==> src/rtl/branch_hazard_ctrl_pkg.sv <==
// Shared definitions for the ID-stage branch hazard sequencer: FSM encodings,
// hazard class codes and the register-zero constant.
package branch_hazard_ctrl_pkg;

    localparam logic STATE_RUN   = 1'b0;
    localparam logic STATE_STALL = 1'b1;

    localparam logic [1:0] HZ_NONE = 2'd0;
    localparam logic [1:0] HZ_MEM  = 2'd1;
    localparam logic [1:0] HZ_ALU  = 2'd2;
    localparam logic [1:0] HZ_LOAD = 2'd3;

    localparam logic [4:0] REG_ZERO = 5'd0;

    // $0 is hardwired, so a write to it can never feed a branch operand.
    function automatic logic dest_hits(input logic [4:0] rd,
                                       input logic [4:0] rs,
                                       input logic [4:0] rt);
        return (rd != REG_ZERO) && ((rd == rs) || (rd == rt));
    endfunction

endpackage

==> src/rtl/branch_hazard_ctrl_sat_counter.sv <==
// Saturating event counter: increments on inc and sticks at all-ones.
module sat_counter #(
    parameter int W = 16
) (
    input  logic         clk,
    input  logic         rst,
    input  logic         inc,
    output logic [W-1:0] count
);

    always_ff @(posedge clk or posedge rst) begin
        if (rst) begin
            count <= '0;
        end else if (inc && !(&count)) begin
            count <= count + W'(1);
        end
    end

endmodule

==> src/rtl/branch_hazard_ctrl.sv <==
// Stall/flush sequencer for branches resolved in ID: freezes PC and IF/ID,
// bubbles ID/EX while branch operands are in flight, flushes IF/ID when taken.
module branch_hazard_ctrl
    import branch_hazard_ctrl_pkg::*;
#(
    parameter int LOAD_STALL = 2,
    parameter int ALU_STALL  = 1,
    parameter int MEM_STALL  = 1,
    parameter int CNT_W      = 16
) (
    input  logic             clk,
    input  logic             rst,
    input  logic             id_branch,
    input  logic [4:0]       id_rs,
    input  logic [4:0]       id_rt,
    input  logic             branch_taken,
    input  logic             id_ex_reg_write,
    input  logic             id_ex_mem_read,
    input  logic [4:0]       id_ex_rd,
    input  logic             ex_mem_mem_read,
    input  logic [4:0]       ex_mem_rd,
    input  logic             ext_stall,
    output logic             pc_write,
    output logic             if_id_write,
    output logic             id_ex_flush,
    output logic             if_id_flush,
    output logic             busy,
    output logic [CNT_W-1:0] stall_cnt,
    output logic [CNT_W-1:0] flush_cnt
);

    logic       state;
    logic       next_state;
    logic [1:0] rem;
    logic [1:0] next_rem;
    logic [1:0] hz_class;
    logic [1:0] hz_len;
    logic       hazard;

    // Priority load-in-EX > ALU-in-EX > load-in-MEM: the EX producer is the
    // youngest, so its stall count dominates any older producer.
    always_comb begin
        hz_class = HZ_NONE;
        if (id_branch) begin
            if (id_ex_reg_write && id_ex_mem_read && dest_hits(id_ex_rd, id_rs, id_rt)) begin
                hz_class = HZ_LOAD;
            end else if (id_ex_reg_write && !id_ex_mem_read && dest_hits(id_ex_rd, id_rs, id_rt)) begin
                hz_class = HZ_ALU;
            end else if (ex_mem_mem_read && dest_hits(ex_mem_rd, id_rs, id_rt)) begin
                hz_class = HZ_MEM;
            end
        end
    end

    always_comb begin
        case (hz_class)
            HZ_LOAD: hz_len = 2'(LOAD_STALL);
            HZ_ALU:  hz_len = 2'(ALU_STALL);
            HZ_MEM:  hz_len = 2'(MEM_STALL);
            default: hz_len = 2'd0;
        endcase
    end

    assign hazard = (hz_class != HZ_NONE);

    always_comb begin
        next_state = state;
        next_rem   = rem;
        if (!ext_stall) begin
            if (state == STATE_STALL) begin
                if (rem == 2'd1) begin
                    next_state = STATE_RUN;
                    next_rem   = 2'd0;
                end else begin
                    next_rem = rem - 2'd1;
                end
            end else if (hazard && (hz_len > 2'd1)) begin
                next_state = STATE_STALL;
                next_rem   = hz_len - 2'd1;
            end
        end
    end

    always_ff @(posedge clk or posedge rst) begin
        if (rst) begin
            state <= STATE_RUN;
            rem   <= 2'd0;
        end else begin
            state <= next_state;
            rem   <= next_rem;
        end
    end

    // A stall always suppresses the taken-branch flush: the comparator saw stale operands.
    always_comb begin
        pc_write    = 1'b0;
        if_id_write = 1'b0;
        id_ex_flush = 1'b0;
        if_id_flush = 1'b0;
        if (!rst && !ext_stall) begin
            if ((state == STATE_STALL) || hazard) begin
                id_ex_flush = 1'b1;
            end else begin
                pc_write    = 1'b1;
                if_id_write = 1'b1;
                if_id_flush = id_branch && branch_taken;
            end
        end
    end

    assign busy = !rst && (state == STATE_STALL);

    sat_counter #(.W(CNT_W)) u_stall_cnt (
        .clk   (clk),
        .rst   (rst),
        .inc   (id_ex_flush),
        .count (stall_cnt)
    );

    sat_counter #(.W(CNT_W)) u_flush_cnt (
        .clk   (clk),
        .rst   (rst),
        .inc   (if_id_flush),
        .count (flush_cnt)
    );

endmodule

==> config.mk <==
export PLATFORM = sky130hd
export DESIGN_NAME = branch_hazard_ctrl
export DESIGN_NICKNAME = d
export VERILOG_FILES = /design/src/rtl/branch_hazard_ctrl_pkg.sv /design/src/rtl/branch_hazard_ctrl_sat_counter.sv /design/src/rtl/branch_hazard_ctrl.sv
export SDC_FILE = /design/constraint.sdc
export NUM_CORES = 1
export LEC_CHECK = 0
export CAP_MARGIN = 15
export CORE_UTILIZATION = 35
export CTS_CLUSTER_SIZE = 24
export DETAILED_ROUTE_END_ITERATION = 7
export HOLD_SLACK_MARGIN = 0.1
export PLACE_DENSITY_LB_ADDON = 0.25
export REMOVE_ABC_BUFFERS = 1
export SLEW_MARGIN = 20
export SYNTH_ARGS = -nofsm -noshare
export SYNTH_HDL_FRONTEND = slang
export SYNTH_SLANG_ARGS = --single-unit
==> constraint.sdc <==
create_clock -name clk -period 6.1 [get_ports clk]
set_input_delay 1.22 -clock clk [delete_from_list [all_inputs] [get_ports clk]]
set_output_delay 1.22 -clock clk [all_outputs]
set_load 0.005 [all_outputs]
==> run_1/gates.png <==
The bar under the picture is 20 um long.
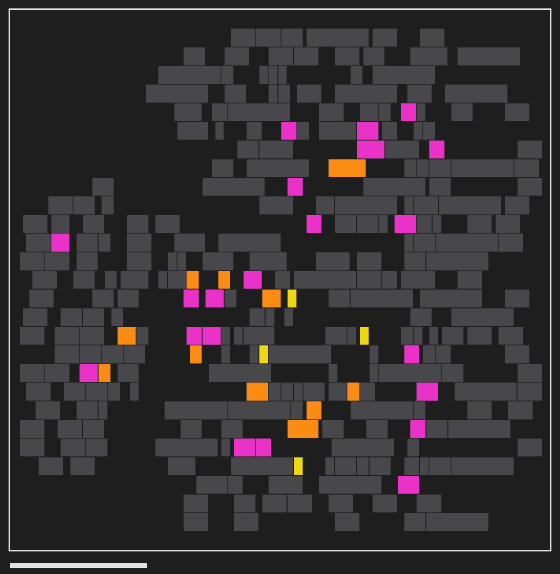
legend:
  yellow:
    family: inv cells
    cells: 4
  orange:
    family: aoi and oai cells
    cells: 11
  magenta:
    family: and/or cells
    cells: 21

==> run_1/clock_nets.png <==
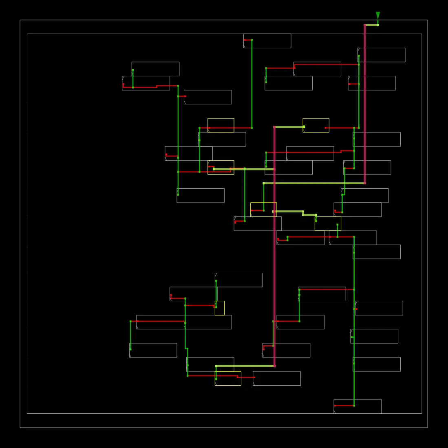
sequential cells: 35
Clock net power: 169 uW
clock buffer count: 6
TritonCTS buffer count: 5
final worst clock skew: 0.00888 ns

==> flow_summary.ini, run 1 <==
; yosys + openroad results
[critical_path]
cp.depth = 10
critical_path.most_common_cell = sky130_fd_sc_hd__clkdlybuf4s50_1
worst_path_largest_cell_delay_ns = 0.55
cp_data_required_time_ns = 4.88
worst_r2r_path_depth = 5
worst_setup_path_endpoint = if_id_flush
reg2reg_to = u_flush_cnt.count[8]
critPathArrivalTime_ns = 4.18
crit_type = in -> out
worst-r2r-setup-slack_ns = 4.23
worst_setup_path_start_kind = input pin
r2r_start = state
critPathCaptureType = primary output
critical_path.n_buffers_inverters = 2
timing.critical_path.max_delay_family = buffers and inverters
path_cells = clkdlybuf4s50_1 -> xor2_1 -> nor3_1 -> a22oi_1 -> o221a_2 -> o21ai_1 -> ha_1 -> nor4b_2 -> and3_1 -> clkdlybuf4s50_1

[pwr]
power_leakage_nw = 1.20
flop_latch_power_uw = 298
power.sequential.fraction_pct = 47.4
top_power_group = registers
power.total_uw = 628
p_int_uw = 448
power.switching_uw = 180
power.density_cell_area_mw_per_mm2 = 219

[drt]
wire_per_inst_um = 12.6
post_drt_via_cell_ratio = 5.07
dr.pass1.iters = 4
antenna_violating_nets_left = 0
route.vias.total = 1755
detail_route.wirelength_um = 4350

[final_layout]
commonest_non_fill_non_tap_cells_in_the_layout = 64 x sky130_fd_sc_hd__clkdlybuf4s50_1, 35 x sky130_fd_sc_hd__dfrtp_1, 24 x sky130_fd_sc_hd__xnor2_1, 24 x sky130_fd_sc_hd__xor2_1, 18 x sky130_fd_sc_hd__nand3_1
mostFrequentLayoutCell = sky130_fd_sc_hd__clkdlybuf4s50_1
largestRegisters = u_flush_cnt.count x16, u_stall_cnt.count x16, rem x2
antennaDiodeCount = 0
design_area_mm2 = 0.00287
syn2layout_area_growth_pct = 39.0

[clock_network]
clkLatencyLatePin_ns = 0.29
tritoncts = built
worst_setup_hold_path_clk_slew_ns = 0.07
cts_resized = 0

[sta]
min_period_ns = 5.40
max_freq_mhz = 185
tightest_slew_ns = 0.549
final_hold_viol_count = 0
setup_ws_ns = 0.696
timing_max_transition_violations_final = 0

[place]
place.detailed.hpwl_um = 3440
post_detailed_placement_cell_area_mm2 = 0.00279

[run]
maxCapViolations = 0
log.warning_count = 26

[synth]
number_of_flops_mapped_to_enable_cells_by_yosys = 0
ys.flop_type = sky130_fd_sc_hd__dfrtp_1
synth-async-reset-ratio_pct = 100
synth_top_area_share_pct = 42.4
avgSynthCellArea_um2 = 10.1
synthDominantAreaCellType = sky130_fd_sc_hd__dfrtp_1
ys_cells = 204
ys_warns = 0
synth_cells = 204
synth.ff_latch_count = 35

[global_routing]
grtUsageTotal_pct = 14.9
largest_net_degree_at_the_start_of_global_routing = 24
antenna_found_initial = 0
first_pass_grt_wire_length_um = 7180

[worst_hold_path]
hp-start = u_stall_cnt.count[15]
worst_hold_path_type = reg -> reg
holdPathEnd = u_stall_cnt.count[15]

[floorplanning]
die.size.y_um = 78.9
initial_core_util_pct = 36.9
ioPinCount = 65
core-area_mm2 = 0.00561

[run_status]
status = completed
==> run_1/floorplan.png <==
Pins as bars on the die edge. Tap cells in gray.
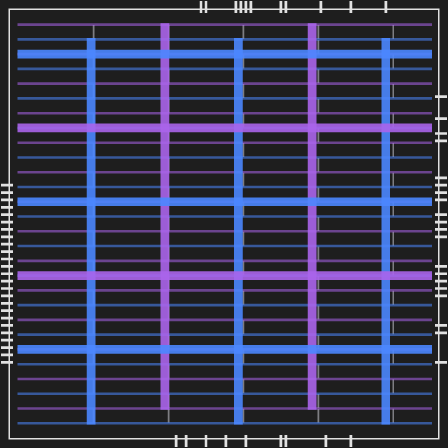
legend:
  blue:
    net: VSS
  purple:
    net: VDD
signal pins: 65
rows: 27
met4 straps: 5
tap cells: 72
met5 straps: 5

==> run_1/class_map.png <==
The bar under the picture is 20 um long.
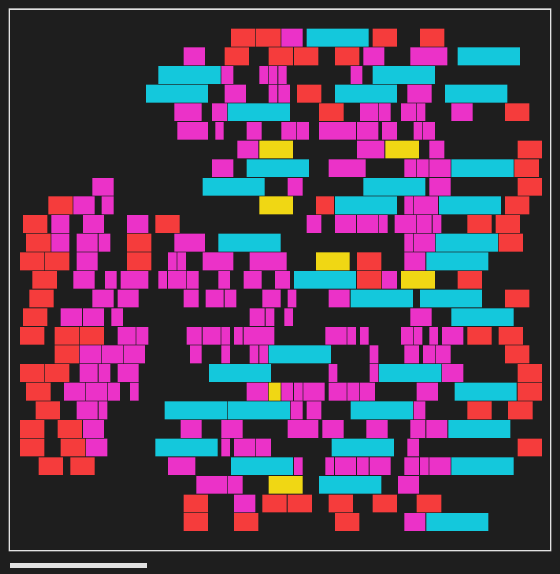
legend:
  magenta:
    class: remaining logic cells
    cells: 167
    share_of_their_area: 42%
  cyan:
    class: sequential cells
    cells: 35
    share_of_their_area: 31%
  yellow:
    class: clock drivers and dummy loads
    cells: 7
    share_of_their_area: 3.1%
  red:
    class: remaining buffers and delay cells
    cells: 65
    share_of_their_area: 23%

## run 1: cell families (layout without fill, tap and decap cells)
logic type	Yosys count	count (layout)	synth area share (%)
xor+xnor	48	48	20.3
buf+inv	6	76	1.63
compound gates	17	17	6.78
flops	35	35	42.4
fa+ha+maj	5	5	3.03
mux	3	3	1.82
simple gates	90	90	24.0
## run 1: routing by layer
layer	wire [um]	GRT usage, %	vias to the layer above
met5	0	0	-
met4	76	6.00	0
met3	287	4.02	6
met2	2060	25.1	65
met1	1930	17.9	820
li1	-	-	864
## run 1: area by class of cell
type,instances,area (um2)
fill,556,2730
multi-input combinational,163,1160
sequential,35,876
timing repair buffer,65,648
tap,72,90.1
clock buffer,6,82.6
inverter,4,15.0
clock inverter,1,5.00
==> run_1/clock_wires.png <==
The bar under the picture is 20 um long.
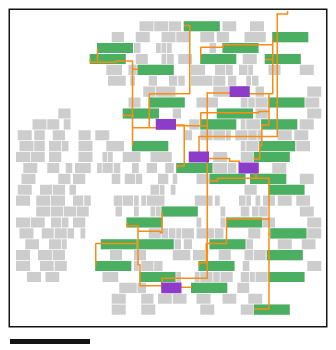

==> inputs of run 2 (changes only) <==
clock period = 7 ns   (was 6.1 ns; I/O delays follow)
==> run_2/clock_wires.png <==
The bar under the picture is 20 um long.
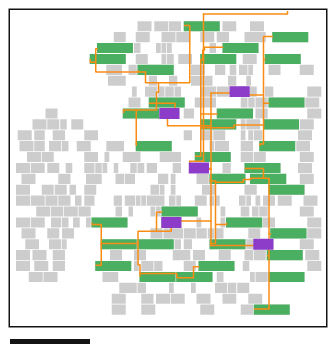
legend:
  purple:
    item: clock-net drivers
    count: 5
  green:
    item: flip-flops
    count: 35
  orange:
    item: clock wires
    length: 478 um
routed clock nets: 6

==> run 2 against run 1 <==
Against the previous run:
- global-route usage is 0.22 points higher
- hold slack got worse by 0.00095 ns
- synthesized cell count unchanged
- critical path type unchanged
- power down 13%
- worst setup slack improved by 0.54 ns
- flip-flop count is the same
- critical endpoint unchanged
- clock-buffer cell count unchanged
- routed wire length rose by 1.3%
- clock power is 13% lower
- clock skew is 0.0049 ns lower
==> flow_summary.ini, run 2 <==
; yosys + openroad results
[final_layout]
design_area_mm2 = 0.00287
buffer_area_share_pct = 22.6
seq_cells = 35
buffers_excl_clock = 65
layout.area.top_class = combinational gates
largestRegisters = u_flush_cnt.count x16, u_stall_cnt.count x16, rem x2
commonest_non_fill_non_tap_cells_in_the_layout = 64 x sky130_fd_sc_hd__clkdlybuf4s50_1, 35 x sky130_fd_sc_hd__dfrtp_1, 24 x sky130_fd_sc_hd__xnor2_1, 24 x sky130_fd_sc_hd__xor2_1, 18 x sky130_fd_sc_hd__nand3_1
clockBufferCount = 6
layout.comb_gates.multi_input = 163
register_area_um2 = 876
mostFrequentLayoutCell = sky130_fd_sc_hd__clkdlybuf4s50_1
inverters_excl_clock = 4
seq_area_share_pct = 30.5
antennaDiodeCount = 0
area_taken_by_multi_input_logic_gates_mm2 = 0.00116

[run]
log.warning_count = 26
maxCapViolations = 0

[critical_path]
r2r_start = state
worst_path_largest_cell_delay_ns = 0.55
path_cells = clkdlybuf4s50_1 -> xor2_1 -> nor3_1 -> a22oi_1 -> o221a_2 -> o21ai_1 -> ha_1 -> nor4b_2 -> and3_1 -> clkdlybuf4s50_1
crit_type = in -> out
worst-r2r-setup-slack_ns = 5.13
reg2reg_to = u_flush_cnt.count[8]
worst_r2r_path_depth = 5
timing.critical_path.max_delay_family = buffers and inverters
critical_path.n_buffers_inverters = 2
worst_setup_path_start_kind = input pin

[floorplanning]
tapCellCount = 72
core-area_mm2 = 0.00561
ioPinCount = 65
initial_core_util_pct = 36.9
die.size.y_um = 78.9

[synth]
number_of_flops_mapped_to_enable_cells_by_yosys = 0
synth_cells = 204
synth-async-reset-ratio_pct = 100
ys_warns = 0
synthDominantAreaCellType = sky130_fd_sc_hd__dfrtp_1
ys_cells = 204
synth.ff_latch_count = 35

[clock_network]
cts_resized = 0
cts-buffers-inserted = 5

[pwr]
top_power_group = registers
power.sequential.fraction_pct = 47.5
clock_power_uw = 147
power.density_cell_area_mw_per_mm2 = 190
flop_latch_power_uw = 259

[global_routing]
gr-usage-met3_pct = 3.79
grtUsageTotal_pct = 15.1
first_pass_grt_wire_length_um = 7270
grtUsageMet2_pct = 25.2
global_route_layer_with_the_greatest_usage = met2
largest_net_degree_at_the_start_of_global_routing = 24

[drt]
detail_route.wirelength_um = 4410
wire_per_inst_um = 12.8
route.met3.wl_um = 253
antenna_violating_nets_left = 0
dr.pass1.iters = 4
wl_met2_um = 2100
routedLengthMet1_um = 1980

[place]
post_detailed_placement_cell_area_mm2 = 0.00279

[worst_hold_path]
hp-start = u_stall_cnt.count[15]
worst_hold_path_type = reg -> reg

[sta]
max_freq_mhz = 174
worst_clock_skew_ns = 0.00403
timing_max_transition_violations_final = 0
min_period_ns = 5.76

[run_status]
status = completed
==> run_2/class_map.png <==
The bar under the picture is 20 um long.
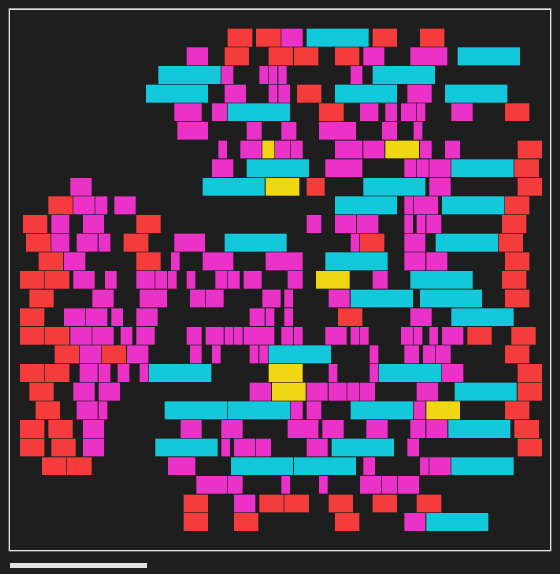
legend:
  yellow:
    class: clock drivers and dummy loads
    cells: 7
    share_of_their_area: 3.1%
  magenta:
    class: remaining logic cells
    cells: 167
    share_of_their_area: 42%
  red:
    class: remaining buffers and delay cells
    cells: 65
    share_of_their_area: 23%
  cyan:
    class: sequential cells
    cells: 35
    share_of_their_area: 31%

run 2: cell counts in the layout (fill, tap and decap cells not counted):
Identical to the previous run, type by type.
run 2: worst max path at each step:
stage           startpoint          end  slack, ns
2_1_floorplan  id_ex_rd[1]  if_id_flush       2.42
3_3_place_gp   id_ex_rd[1]  if_id_flush       1.33
3_5_place_dp   id_ex_rd[2]  if_id_flush       1.22
4_1_cts        id_ex_rd[2]  if_id_flush       1.20
5_1_grt        id_ex_rd[0]  if_id_flush       0.95
6_report       id_ex_rd[2]  if_id_flush       1.24
run 2: cells by family after synthesis:
family	Yosys count	share of synthesized area, %
and+or+nand+nor	90	24.0
xor gates and xnor gates	48	20.3
DFF	35	42.4
AOI/OAI and AO/OA	17	6.78
buffers and inverters	6	1.63
adders and majority gates	5	3.03
muxes	3	1.82
Power is estimated from default activity; no workload was simulated.
